$ cat config.mk
export PLATFORM = sky130hd
export DESIGN_NAME = molecule_agent_flat
export DESIGN_NICKNAME = d
export VERILOG_FILES = /design/src/rtl/molecule_agent_if.sv /design/src/rtl/molecule_agent.sv /design/src/flat_wrapper.sv
export SDC_FILE = /design/constraint.sdc
export NUM_CORES = 1
export LEC_CHECK = 0
export CAP_MARGIN = 20
export CORE_MARGIN = 3
export CORE_UTILIZATION = 35
export CTS_CLUSTER_DIAMETER = 30
export CTS_CLUSTER_SIZE = 16
export DETAILED_ROUTE_END_ITERATION = 12
export GPL_ROUTABILITY_DRIVEN = 0
export PLACE_DENSITY_LB_ADDON = 0.25
export SETUP_SLACK_MARGIN = 0.02
export SYNTH_ARGS = -nofsm -noshare
export SYNTH_HDL_FRONTEND = slang
export SYNTH_SLANG_ARGS = --single-unit
$ cat constraint.sdc
create_clock -name clk -period 6.6 [get_ports clk]
set_input_delay 1.65 -clock clk [delete_from_list [all_inputs] [get_ports clk]]
set_output_delay 1.65 -clock clk [all_outputs]
set_load 0.005 [all_outputs]
$ cat src/rtl/molecule_agent_if.sv
// molecule_agent_if: scan, membrane controls and sprite outputs
// master drives scan/controls, slave is the molecule itself
interface molecule_agent_if;
  logic       frame;
  logic [9:0] h_cnt;
  logic [9:0] v_cnt;
  logic       magenta_membrane;
  logic       red_membrane;
  logic       blue_membrane;
  logic       no_membrane;
  logic       membrane_on;
  logic       freeze;
  logic       btnD;
  logic       is_molecule;
  logic [9:0] pos_x;
  logic [9:0] pos_y;
  logic       side;
  logic [7:0] crossings;

  modport master (
    output frame, h_cnt, v_cnt,
    output magenta_membrane, red_membrane,
    output blue_membrane, no_membrane,
    output membrane_on, freeze, btnD,
    input  is_molecule, pos_x, pos_y,
    input  side, crossings
  );

  modport slave (
    input  frame, h_cnt, v_cnt,
    input  magenta_membrane, red_membrane,
    input  blue_membrane, no_membrane,
    input  membrane_on, freeze, btnD,
    output is_molecule, pos_x, pos_y,
    output side, crossings
  );
endinterface

$ cat src/rtl/molecule_agent.sv
// molecule_agent: bouncing osmosis sprite with membrane decision
// tracks which side of the band it is on and counts crossings
module molecule_agent #(
  parameter int MOL_SIZE   = 16,
  parameter int COLOR      = 1,
  parameter int START_X    = 100,
  parameter int START_Y    = 200,
  parameter int VEL_X      = 2,
  parameter int VEL_Y      = 1,
  parameter int ARENA_L    = 0,
  parameter int ARENA_R    = 640,
  parameter int ARENA_T    = 0,
  parameter int ARENA_B    = 480,
  parameter int MEMBRANE_X = 318,
  parameter int MEMBRANE_W = 4
) (
  input  logic            clk,
  input  logic            reset,
  molecule_agent_if.slave bus
);

  typedef enum logic [1:0] {
    RUN,
    FROZEN,
    RESPAWN
  } state_t;

  localparam logic signed [11:0] SZ = 12'(MOL_SIZE);
  localparam logic signed [11:0] HALF = 12'(MOL_SIZE / 2);
  localparam logic signed [11:0] VX = 12'(VEL_X);
  localparam logic signed [11:0] VY = 12'(VEL_Y);
  localparam logic signed [11:0] AL = 12'(ARENA_L);
  localparam logic signed [11:0] AR = 12'(ARENA_R);
  localparam logic signed [11:0] AT = 12'(ARENA_T);
  localparam logic signed [11:0] AB = 12'(ARENA_B);
  localparam logic signed [11:0] ML = 12'(MEMBRANE_X);
  localparam logic signed [11:0] MR =
    12'(MEMBRANE_X + MEMBRANE_W);
  localparam logic signed [11:0] MID =
    12'(MEMBRANE_X + MEMBRANE_W / 2);
  localparam logic [9:0] SX = 10'(START_X);
  localparam logic [9:0] SY = 10'(START_Y);
  localparam logic SIDE0 =
    (START_X + MOL_SIZE / 2) >= (MEMBRANE_X + MEMBRANE_W / 2);

  state_t     state_q, state_d;
  logic [9:0] x_q, x_d;
  logic [9:0] y_q, y_d;
  logic       dir_x_q, dir_x_d;
  logic       dir_y_q, dir_y_d;
  logic       side_q, side_d;
  logic [7:0] crossings_q, crossings_d;
  logic       btn_q, btn_d;

  logic signed [11:0] px, py;
  logic signed [11:0] cx, cy;
  logic signed [11:0] nx;
  logic               ndx, ndy;
  logic               perm, cur_ov, btn_rise, cross_clr;

  assign px = $signed({2'b00, x_q});
  assign py = $signed({2'b00, y_q});
  assign btn_rise = bus.btnD & ~btn_q;

  assign perm = bus.no_membrane
              | ~bus.membrane_on
              | (bus.magenta_membrane & (COLOR != 2))
              | (bus.red_membrane & (COLOR == 1))
              | (bus.blue_membrane & (COLOR == 0));

  assign cur_ov = (px < MR) && (px + SZ > ML);

  // x step: wall clamp first, then bounce off an impermeable band
  always_comb begin
    cx  = dir_x_q ? px - VX : px + VX;
    ndx = dir_x_q;
    if (cx < AL) begin
      cx  = AL;
      ndx = ~dir_x_q;
    end else if (cx + SZ > AR) begin
      cx  = AR - SZ;
      ndx = ~dir_x_q;
    end
    nx = cx;
    if (!perm && !cur_ov && (cx < MR) && (cx + SZ > ML)) begin
      if (px + SZ <= ML) begin
        nx  = ML - SZ;
        ndx = 1'b1;
      end else begin
        nx  = MR;
        ndx = 1'b0;
      end
    end
  end

  // y step: walls only
  always_comb begin
    cy  = dir_y_q ? py - VY : py + VY;
    ndy = dir_y_q;
    if (cy < AT) begin
      cy  = AT;
      ndy = ~dir_y_q;
    end else if (cy + SZ > AB) begin
      cy  = AB - SZ;
      ndy = ~dir_y_q;
    end
  end

  // next-state: respawn edge beats freeze beats motion
  always_comb begin
    state_d   = state_q;
    x_d       = x_q;
    y_d       = y_q;
    dir_x_d   = dir_x_q;
    dir_y_d   = dir_y_q;
    cross_clr = 1'b0;
    btn_d     = bus.btnD;
    unique case (state_q)
      RUN: begin
        if (btn_rise) begin
          state_d = RESPAWN;
        end else if (bus.freeze) begin
          state_d = FROZEN;
        end else if (bus.frame) begin
          x_d     = nx[9:0];
          y_d     = cy[9:0];
          dir_x_d = ndx;
          dir_y_d = ndy;
        end
      end
      FROZEN: begin
        if (btn_rise) begin
          state_d = RESPAWN;
        end else if (!bus.freeze) begin
          state_d = RUN;
        end
      end
      RESPAWN: begin
        if (bus.frame) begin
          x_d       = SX;
          y_d       = SY;
          dir_x_d   = 1'b0;
          dir_y_d   = 1'b0;
          cross_clr = 1'b1;
          state_d   = bus.freeze ? FROZEN : RUN;
        end
      end
      default: state_d = RUN;
    endcase
    side_d = ($signed({2'b00, x_d}) + HALF) >= MID;
    if (cross_clr) begin
      crossings_d = '0;
    end else if ((side_d != side_q) && (crossings_q != 8'hFF)) begin
      crossings_d = crossings_q + 8'd1;
    end else begin
      crossings_d = crossings_q;
    end
  end

  // state, position and counters register
  always_ff @(posedge clk or posedge reset) begin
    if (reset) begin
      state_q     <= RUN;
      x_q         <= SX;
      y_q         <= SY;
      dir_x_q     <= 1'b0;
      dir_y_q     <= 1'b0;
      side_q      <= SIDE0;
      crossings_q <= '0;
      btn_q       <= 1'b0;
    end else begin
      state_q     <= state_d;
      x_q         <= x_d;
      y_q         <= y_d;
      dir_x_q     <= dir_x_d;
      dir_y_q     <= dir_y_d;
      side_q      <= side_d;
      crossings_q <= crossings_d;
      btn_q       <= btn_d;
    end
  end

  logic [10:0] x_end, y_end;
  assign x_end = {1'b0, x_q} + 11'(MOL_SIZE);
  assign y_end = {1'b0, y_q} + 11'(MOL_SIZE);

  assign bus.is_molecule = (bus.h_cnt >= x_q)
                         && ({1'b0, bus.h_cnt} < x_end)
                         && (bus.v_cnt >= y_q)
                         && ({1'b0, bus.v_cnt} < y_end);
  assign bus.pos_x     = x_q;
  assign bus.pos_y     = y_q;
  assign bus.side      = side_q;
  assign bus.crossings = crossings_q;

endmodule
$ cat src/flat_wrapper.sv
// flat-port wrapper written by rule: the top's interface ports become plain ports
module molecule_agent_flat 
#(
  parameter int MOL_SIZE   = 16,
  parameter int COLOR      = 1,
  parameter int START_X    = 100,
  parameter int START_Y    = 200,
  parameter int VEL_X      = 2,
  parameter int VEL_Y      = 1,
  parameter int ARENA_L    = 0,
  parameter int ARENA_R    = 640,
  parameter int ARENA_T    = 0,
  parameter int ARENA_B    = 480,
  parameter int MEMBRANE_X = 318,
  parameter int MEMBRANE_W = 4
)
  (clk, reset, bus_frame, bus_h_cnt, bus_v_cnt, bus_magenta_membrane, bus_red_membrane, bus_blue_membrane, bus_no_membrane, bus_membrane_on, bus_freeze, bus_btnD, bus_is_molecule, bus_pos_x, bus_pos_y, bus_side, bus_crossings);
  molecule_agent_if bus_i ();
  input  logic clk;
  input  logic reset;
  input wire logic [$bits(bus_i.frame)-1:0] bus_frame;
  input wire logic [$bits(bus_i.h_cnt)-1:0] bus_h_cnt;
  input wire logic [$bits(bus_i.v_cnt)-1:0] bus_v_cnt;
  input wire logic [$bits(bus_i.magenta_membrane)-1:0] bus_magenta_membrane;
  input wire logic [$bits(bus_i.red_membrane)-1:0] bus_red_membrane;
  input wire logic [$bits(bus_i.blue_membrane)-1:0] bus_blue_membrane;
  input wire logic [$bits(bus_i.no_membrane)-1:0] bus_no_membrane;
  input wire logic [$bits(bus_i.membrane_on)-1:0] bus_membrane_on;
  input wire logic [$bits(bus_i.freeze)-1:0] bus_freeze;
  input wire logic [$bits(bus_i.btnD)-1:0] bus_btnD;
  output wire logic [$bits(bus_i.is_molecule)-1:0] bus_is_molecule;
  output wire logic [$bits(bus_i.pos_x)-1:0] bus_pos_x;
  output wire logic [$bits(bus_i.pos_y)-1:0] bus_pos_y;
  output wire logic [$bits(bus_i.side)-1:0] bus_side;
  output wire logic [$bits(bus_i.crossings)-1:0] bus_crossings;
  assign bus_i.frame = bus_frame;
  assign bus_i.h_cnt = bus_h_cnt;
  assign bus_i.v_cnt = bus_v_cnt;
  assign bus_i.magenta_membrane = bus_magenta_membrane;
  assign bus_i.red_membrane = bus_red_membrane;
  assign bus_i.blue_membrane = bus_blue_membrane;
  assign bus_i.no_membrane = bus_no_membrane;
  assign bus_i.membrane_on = bus_membrane_on;
  assign bus_i.freeze = bus_freeze;
  assign bus_i.btnD = bus_btnD;
  assign bus_is_molecule = bus_i.is_molecule;
  assign bus_pos_x = bus_i.pos_x;
  assign bus_pos_y = bus_i.pos_y;
  assign bus_side = bus_i.side;
  assign bus_crossings = bus_i.crossings;
  molecule_agent #(.MOL_SIZE(MOL_SIZE), .COLOR(COLOR), .START_X(START_X), .START_Y(START_Y), .VEL_X(VEL_X), .VEL_Y(VEL_Y), .ARENA_L(ARENA_L), .ARENA_R(ARENA_R), .ARENA_T(ARENA_T), .ARENA_B(ARENA_B), .MEMBRANE_X(MEMBRANE_X), .MEMBRANE_W(MEMBRANE_W)) u_core (.clk(clk), .reset(reset), .bus(bus_i));
endmodule
Fig. 1: run 1, M1 wires
The bar under the picture is 20 µm long.
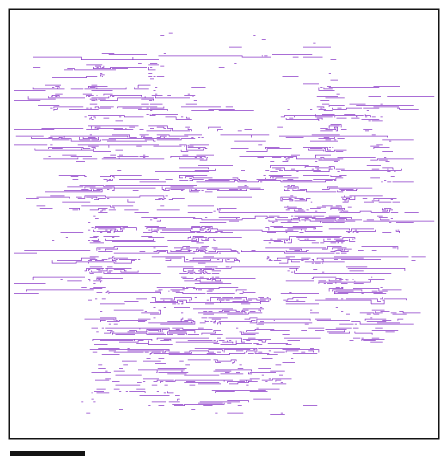
- main direction: horizontal
- share of all routed wire: 47%
via count: 3735
Routed Wire Length: 10.6 mm

Fig. 2: run 1, signal wires on met2
The bar under the picture is 20 µm long. Cells faint in the background.
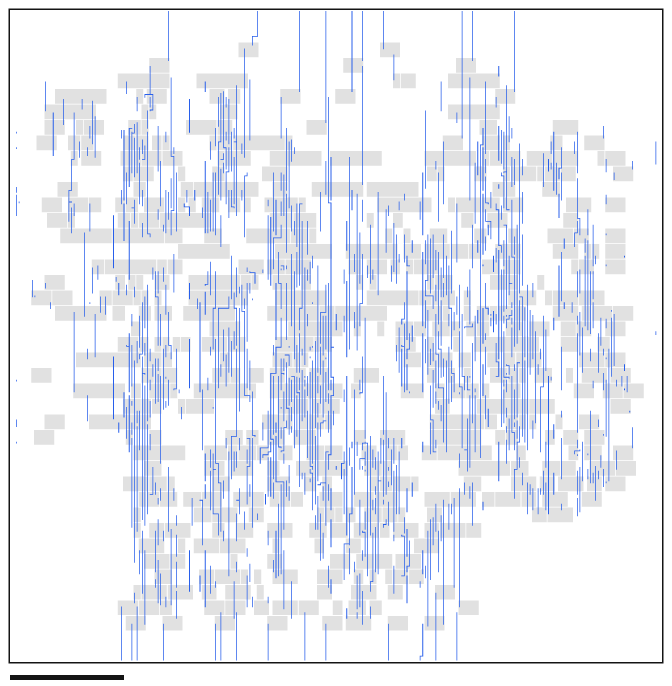
- share of all routed wire: 48%
- longest straight run: 54.9 µm
- nets with wire on the layer: 494
M2 GR Usage: 0.270

==> impl_metrics.json, run 1 <==
{
  "worst-path-max-fanout": 2,
  "diodes": 0,
  "slew_violations": 0,
  "syn2layout_area_growth_pct": 18.4,
  "ys_cells": 466,
  "reg2reg_slack_ns": 2.10,
  "clockPowerShare": 0.169,
  "mostFrequentLayoutCell": "clkdlybuf4s50_1",
  "globalRouteTotalUtil": 0.162,
  "finalHoldViolCount": 0,
  "cts_max_level": 2,
  "nWellTaps": 140,
  "cp-endpoint": "bus_is_molecule",
  "ys_warn_count": 0,
  "cp_num_buf_inv": 2,
  "total_power_mw": 1.30,
  "setup-tns-final_ns": 0,
  "met2_length_mm": 5.07,
  "final_area_um2": 4880,
  "numClockSinks": 34,
  "die_x_um": 114,
  "min-delay-start": "u_core.bus.crossings[5]",
  "dr_wl_met3_um": 498,
  "worst_pin_slew_ns": 0.614,
  "pre_cts_ws_ns": 0.161,
  "clkCellAreaFrac": 0.0280,
  "cp.depth": 14,
  "crit_start": "bus_v_cnt[1]",
  "setup_viol": 0,
  "io_buffer_count": 58,
  "comb-cell-share": 0.606,
  "p_seq_mw": 0.378,
  "num-nonclk-inverters": 40,
  "skew_ns": 0.00756,
  "top_cells_by_count": "ha_1, inv_1, dfrtp_1",
  "run_status": "completed",
  "viasPerCell": 5.68,
  "bufAreaShareNonClock": 0.124,
  "fmax_ghz": 0.156,
  "grt_pass1_vias": 3708,
  "overflow": 0,
  "path_cells": "clkdlybuf4s50_1, ha_1, nor2b_1, o21a_1, o21a_1, o21bai_1, a21boi_0, o21ai_0, nand2b_1, a21o_1, a21o_1, a21o_1, a221oi_1, clkdlybuf4s50_1",
  "rsz0062_at_grt": "false",
  "place_hpwl_mm": 8.19,
  "drtIter0Drc": 267,
  "synth_flops": 34,
  "post_cts_resized": 0,
  "required_ns": 4.95,
  "r2r_end": "u_core.bus.crossings[2]",
  "signal_buffers": 61,
  "grt_pass1_wl_mm": 17.8,
  "place_area_um2": 4740,
  "clkbuf_count": 8,
  "slew_headroom": 0.591,
  "synth_top_cell_by_area": "dfrtp_1",
  "critPathKind": "input pin to output pin",
  "finish.utilization": 0.436,
  "cts_made_buffers": 5,
  "crit_arrival_ns": 4.75,
  "logic_area_um2": 2950,
  "wire_per_inst_um": 16.2,
  "core_util_floorplan": 0.368,
  "dr.max_layer_used": "met4",
  "maxPowerGroup": "combinational logic"
}
Fig. 3: run 1, M3 wires
The bar under the picture is 20 µm long. Cells faint in the background.
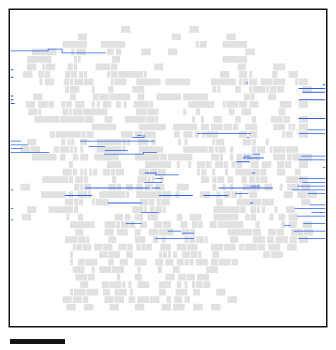
- longest straight run: 26.7 µm
- share of all routed wire: 4.7%
- wire length on this layer: 499 µm
- main direction: horizontal
- nets with wire on the layer: 61
met3 usage: 0.0233

-- run 1: state kept, by name, summed over array words and instances (netlist names) --
name	cells
u_core.btn_q	1
u_core.bus.crossings	8
u_core.bus.pos_x	10
u_core.bus.pos_y	10
u_core.bus.side	1
u_core.dir_x_q	1
u_core.dir_y_q	1
u_core.state_q	2
-- run 1: metal layers --
metal  up-vias  track usage
li1       1855            -
met1      1772        0.222
met2       100        0.270
met3         8       0.0233
met4         0       0.0380
met5         -            0
-- run 1: kinds of logic (layout without fill, tap and decap cells) --
family                   Yosys count  in the layout  synth area share
AND/OR/NAND/NOR                  162            162             0.249
AND-OR/OR-AND                    130            130             0.249
buffers and inverters             58            109            0.0742
adder cells (fa/ha/maj)           46             46             0.140
flip-flops                        34             34             0.209
XOR/XNOR                          24             24            0.0511
multiplexers                      12             12            0.0292
Fig. 4: run 1, placement density heat map
11 x 11 tiles, from white (low) to dark blue (high), 0 to 100% covered.
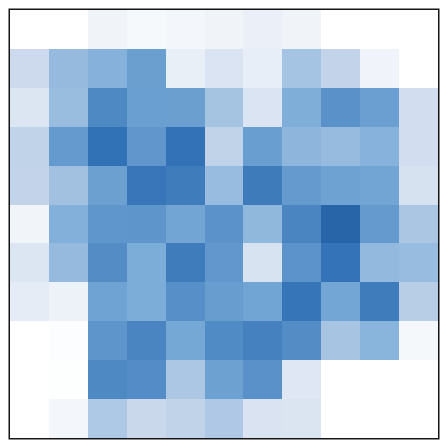

==> run 2, diff against run 1 <==
Settings changed: ABC_AREA set to 1, CELL_PAD_IN_SITES_DETAIL_PLACEMENT set to 0, CELL_PAD_IN_SITES_GLOBAL_PLACEMENT set to 2, CORE_UTILIZATION 35 to 34.
Fig. 5: run 2, placement density heat map
11 x 11 tiles, from white (low) to dark blue (high), 0 to 100% covered.
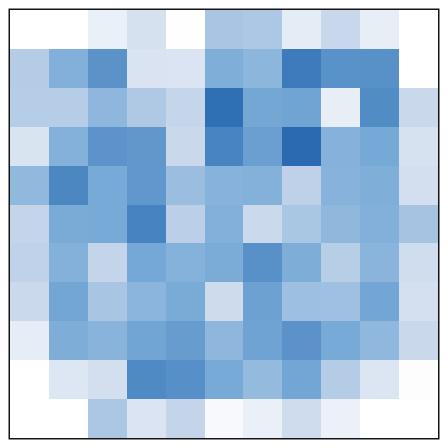
- tiles over 75% full: 0.80%
- nearly empty tiles: 9.1%
- fullest tile: 77%
- mean over tiles: 36%
CORE AREA: 11100 µm²
final core occ: 0.432
FP Core Util: 0.355

==> run 2 against run 1 <==
Compared with the run above:
- clock power is about 10% higher
- final cell count increased by 13%
- utilization fell by 0.39 points
- non-clock buffer count fell by 2
- register-to-register slack better by 0.27 ns
- largest cell class unchanged
==> impl_metrics.json, run 2 <==
{
  "min-delay-start": "u_core.state_q[1]",
  "top_cells_by_count": "nand2_1, inv_1, ha_1",
  "mostFrequentLayoutCell": "nand2_1",
  "worst-path-max-fanout": 3,
  "setup_viol": 0,
  "grt-busiest-layer": "met2",
  "overflow": 0,
  "grt_pass1_vias": 3724,
  "crit_arrival_ns": 4.30,
  "crit_start": "bus_v_cnt[2]",
  "met2_usage": 0.263,
  "finalHoldViolCount": 0,
  "synth_top_cell_by_area": "dfrtp_1",
  "rsz0062_at_grt": "false",
  "run_status": "completed",
  "post_cts_resized": 0,
  "cts_made_buffers": 5,
  "skew_ns": 0.00458,
  "diodes": 0,
  "cts_max_level": 2,
  "dr_wl_met3_um": 542,
  "met2_length_mm": 4.64,
  "logic_area_um2": 2640,
  "ys_warn_count": 0,
  "globalRouteTotalUtil": 0.170,
  "place_area_um2": 4640,
  "synth_flops": 34,
  "wire_per_inst_um": 14.3,
  "pre_cts_ws_ns": 0.620,
  "critPathKind": "input pin to output pin",
  "viasPerCell": 5.06,
  "place_hpwl_mm": 8.54,
  "slew_violations": 0,
  "total_power_mw": 1.83,
  "cp-endpoint": "bus_is_molecule",
  "path_cells": "clkdlybuf4s50_1, ha_1, nand2_1, nor2_1, a211oi_1, o21bai_1, a21o_1, a21oi_1, o21bai_1, a21oi_1, o21bai_1, a21oi_1, o22ai_1, a211oi_1, clkdlybuf4s50_1",
  "reg2reg_slack_ns": 2.37,
  "fmax_ghz": 0.168,
  "ys_cells": 546
}
Fig. 6: run 2, M3 wires
The bar under the picture is 20 µm long. Cells faint in the background.
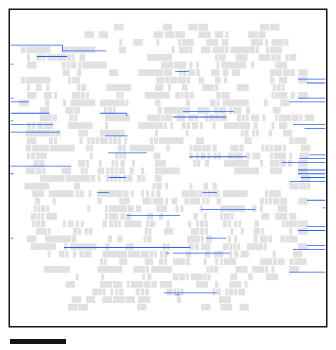
- main direction: horizontal
- nets with wire on the layer: 47
- wire length on this layer: 543 µm
- longest straight run: 45.1 µm
- share of all routed wire: 5.1%
Routed Wire Length: 10.6 mm
met3 usage: 0.0276
via count: 3769

==> run 2: power breakdown <==
part | internal (mW) | total, mW | switching [mW]
Combinational | 0.467 | 1.16 | 0.695
Sequential | 0.282 | 0.429 | 0.147
Clock | 0.150 | 0.243 | 0.0939
==> run 2: cell families after synthesis <==
logic type                 share of synthesized area
adders and majority gates                      0.146
AOI/OAI and AO/OA                              0.150
xor gates and xnor gates                      0.0620
and+or+nand+nor                                0.313
buffers and inverters                          0.111
DFF                                            0.218
==> run 2: final cells by class <==
cell class | count | share of cell area
Inverter | 95 | 0.0786
Clock buffer | 6 | 0.0290
Tap cell | 140 | 0.0366
Timing Repair Buffer | 59 | 0.123
Multi-Input combinational cell | 409 | 0.551
Clock inverter | 2 | 0.00261
Sequential cell | 34 | 0.179
Fig. 7: run 2, signal wires on met2
The bar under the picture is 20 µm long. Cells faint in the background.
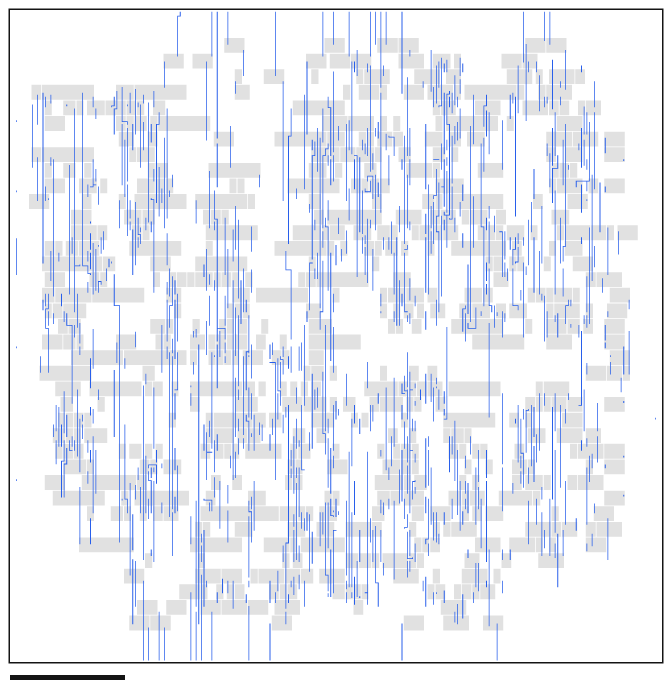

==> run 3, diff against run 2 <==
Settings changed: PLACE_DENSITY_LB_ADDON 0.25 to 0.12.
Fig. 8: run 3, signal wires on met2
The bar under the picture is 20 µm long. Cells faint in the background.
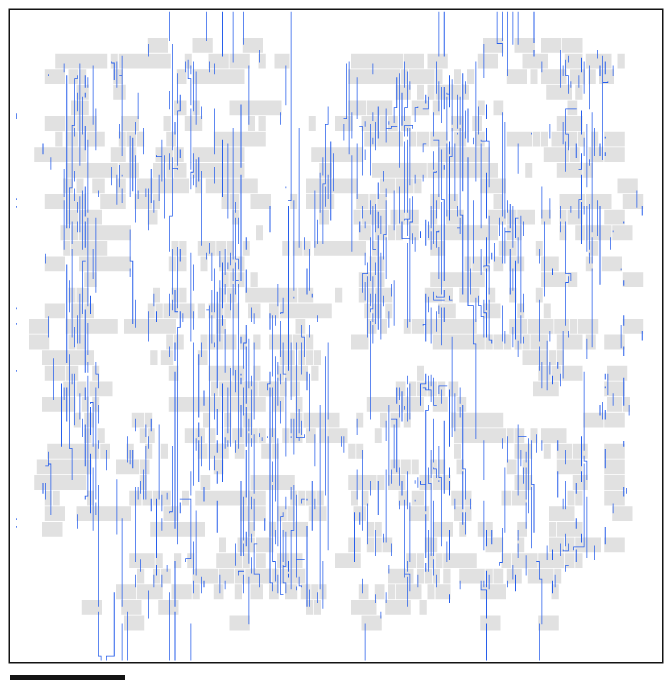
- longest straight run: 37.7 µm
- nets with wire on the layer: 529
- share of all routed wire: 43%
- wire length on this layer: 4630 µm
M2 GR Usage: 0.269
via count: 3735
Routed Wire Length: 10.9 mm

Fig. 9: run 3, M3 wires
The bar under the picture is 20 µm long. Cells faint in the background.
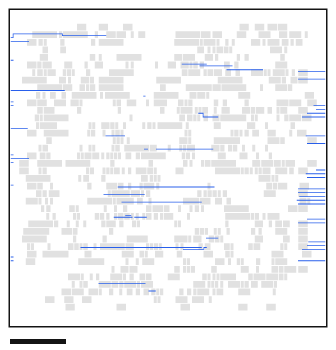
- wire length on this layer: 476 µm
- main direction: horizontal
met3 usage: 0.0186

==> run 3 against run 2 <==
Compared with the run above:
- via count fell by 0.90%
- utilization unchanged
- critical path type unchanged
- critical endpoint unchanged
- highest routed layer unchanged
- power grew 0.67%
- worst setup slack improved by 0.026 ns
==> impl_metrics.json, run 3 <==
{
  "adder_share": 0.146,
  "total_power_mw": 1.85,
  "ys_warn_count": 0,
  "dr.max_layer_used": "met4",
  "cts_made_buffers": 5,
  "numClockSinks": 34,
  "aoi_share": 0.150,
  "cts_max_level": 2,
  "chipArea_um2": 12900,
  "fp.coreArea_um2": 11100,
  "min-delay-start": "u_core.bus.crossings[1]",
  "grt_pass1_wl_mm": 18.3,
  "grt_use_met1": 0.262,
  "critPathKind": "input pin to output pin",
  "synth_flops": 34,
  "p_seq_mw": 0.430,
  "mostFrequentLayoutCell": "nand2_1",
  "finalHoldViolCount": 0,
  "power_clock_mw": 0.246,
  "crit_arrival_ns": 4.27,
  "place_hpwl_mm": 8.67,
  "globalRouteTotalUtil": 0.173,
  "required_ns": 4.95,
  "fmax_ghz": 0.169,
  "synth.top_cell.area_share": 0.178,
  "syn2layout_area_growth_pct": 21.7,
  "rsz0062_at_grt": "false",
  "dp_cells": 737,
  "worst-path-max-fanout": 3,
  "ys_top_logic_family": "simple AND/OR/NAND/NOR gates",
  "wire_per_inst_um": 14.6,
  "slew_violations": 0,
  "skew_ns": 0.00470,
  "maxPowerGroup": "combinational logic",
  "run_status": "completed",
  "pg_comb_mw": 1.17,
  "dr_wl_met3_um": 475,
  "dr.pass1.iters": 4,
  "finish.utilization": 0.432,
  "synth_top_cell_by_area": "dfrtp_1",
  "xor_share": 0.0620,
  "clockPowerShare": 0.133,
  "slew_headroom": 0.455,
  "endpoint_kind": "output pin",
  "drtIter0Drc": 227,
  "io_buffer_count": 58,
  "viasPerCell": 5.01,
  "met2_length_mm": 4.63,
  "combPwrFrac": 0.634,
  "pwr-share-seq": 0.233,
  "reg2reg_slack_ns": 2.40,
  "die_x_um": 114,
  "post_cts_resized": 0,
  "pre_cts_ws_ns": 0.649,
  "grt-busiest-layer": "met2",
  "diodes": 0,
  "r2r_end": "u_core.bus.crossings[3]",
  "overflow": 0,
  "setup-tns-final_ns": 0,
  "place_area_um2": 4640,
  "worst_pin_slew_ns": 0.818,
  "grt_pass1_vias": 3672,
  "final_area_um2": 4790,
  "sw_frac_of_total": 0.514,
  "top_cells_by_count": "nand2_1, inv_1, ha_1",
  "cp-endpoint": "bus_is_molecule",
  "p_int_mw": 0.898,
  "core_util_floorplan": 0.355,
  "p_sw_mw": 0.949,
  "ys_cells": 546,
  "mux_share": 0,
  "simple_gate_area_frac": 0.313
}
## run 3: cell counts after synthesis
Identical to the previous run, type by type.
## run 3: final cells by class
type                            instances  area [µm²]
Clock inverter                          2        12.5
Tap cell                              140         175
Fill cell                            1183        6290
Timing Repair Buffer                   59         588
Clock buffer                            6         139
Sequential cell                        34         858
Multi-Input combinational cell        409        2640
Inverter                               95         377
## run 3: worst max-delay path: stages
cell	delay, ns
clkdlybuf4s50_1	0.40
ha_1	0.31
nand2_1	0.08
nor2_1	0.04
a211oi_1	0.17
o21bai_1	0.12
a21o_1	0.16
a21oi_1	0.13
o21bai_1	0.08
a21oi_1	0.13
o21bai_1	0.08
a21oi_1	0.12
o22ai_1	0.09
a211oi_1	0.17
clkdlybuf4s50_1	0.53
Power is estimated from default activity; no workload was simulated.
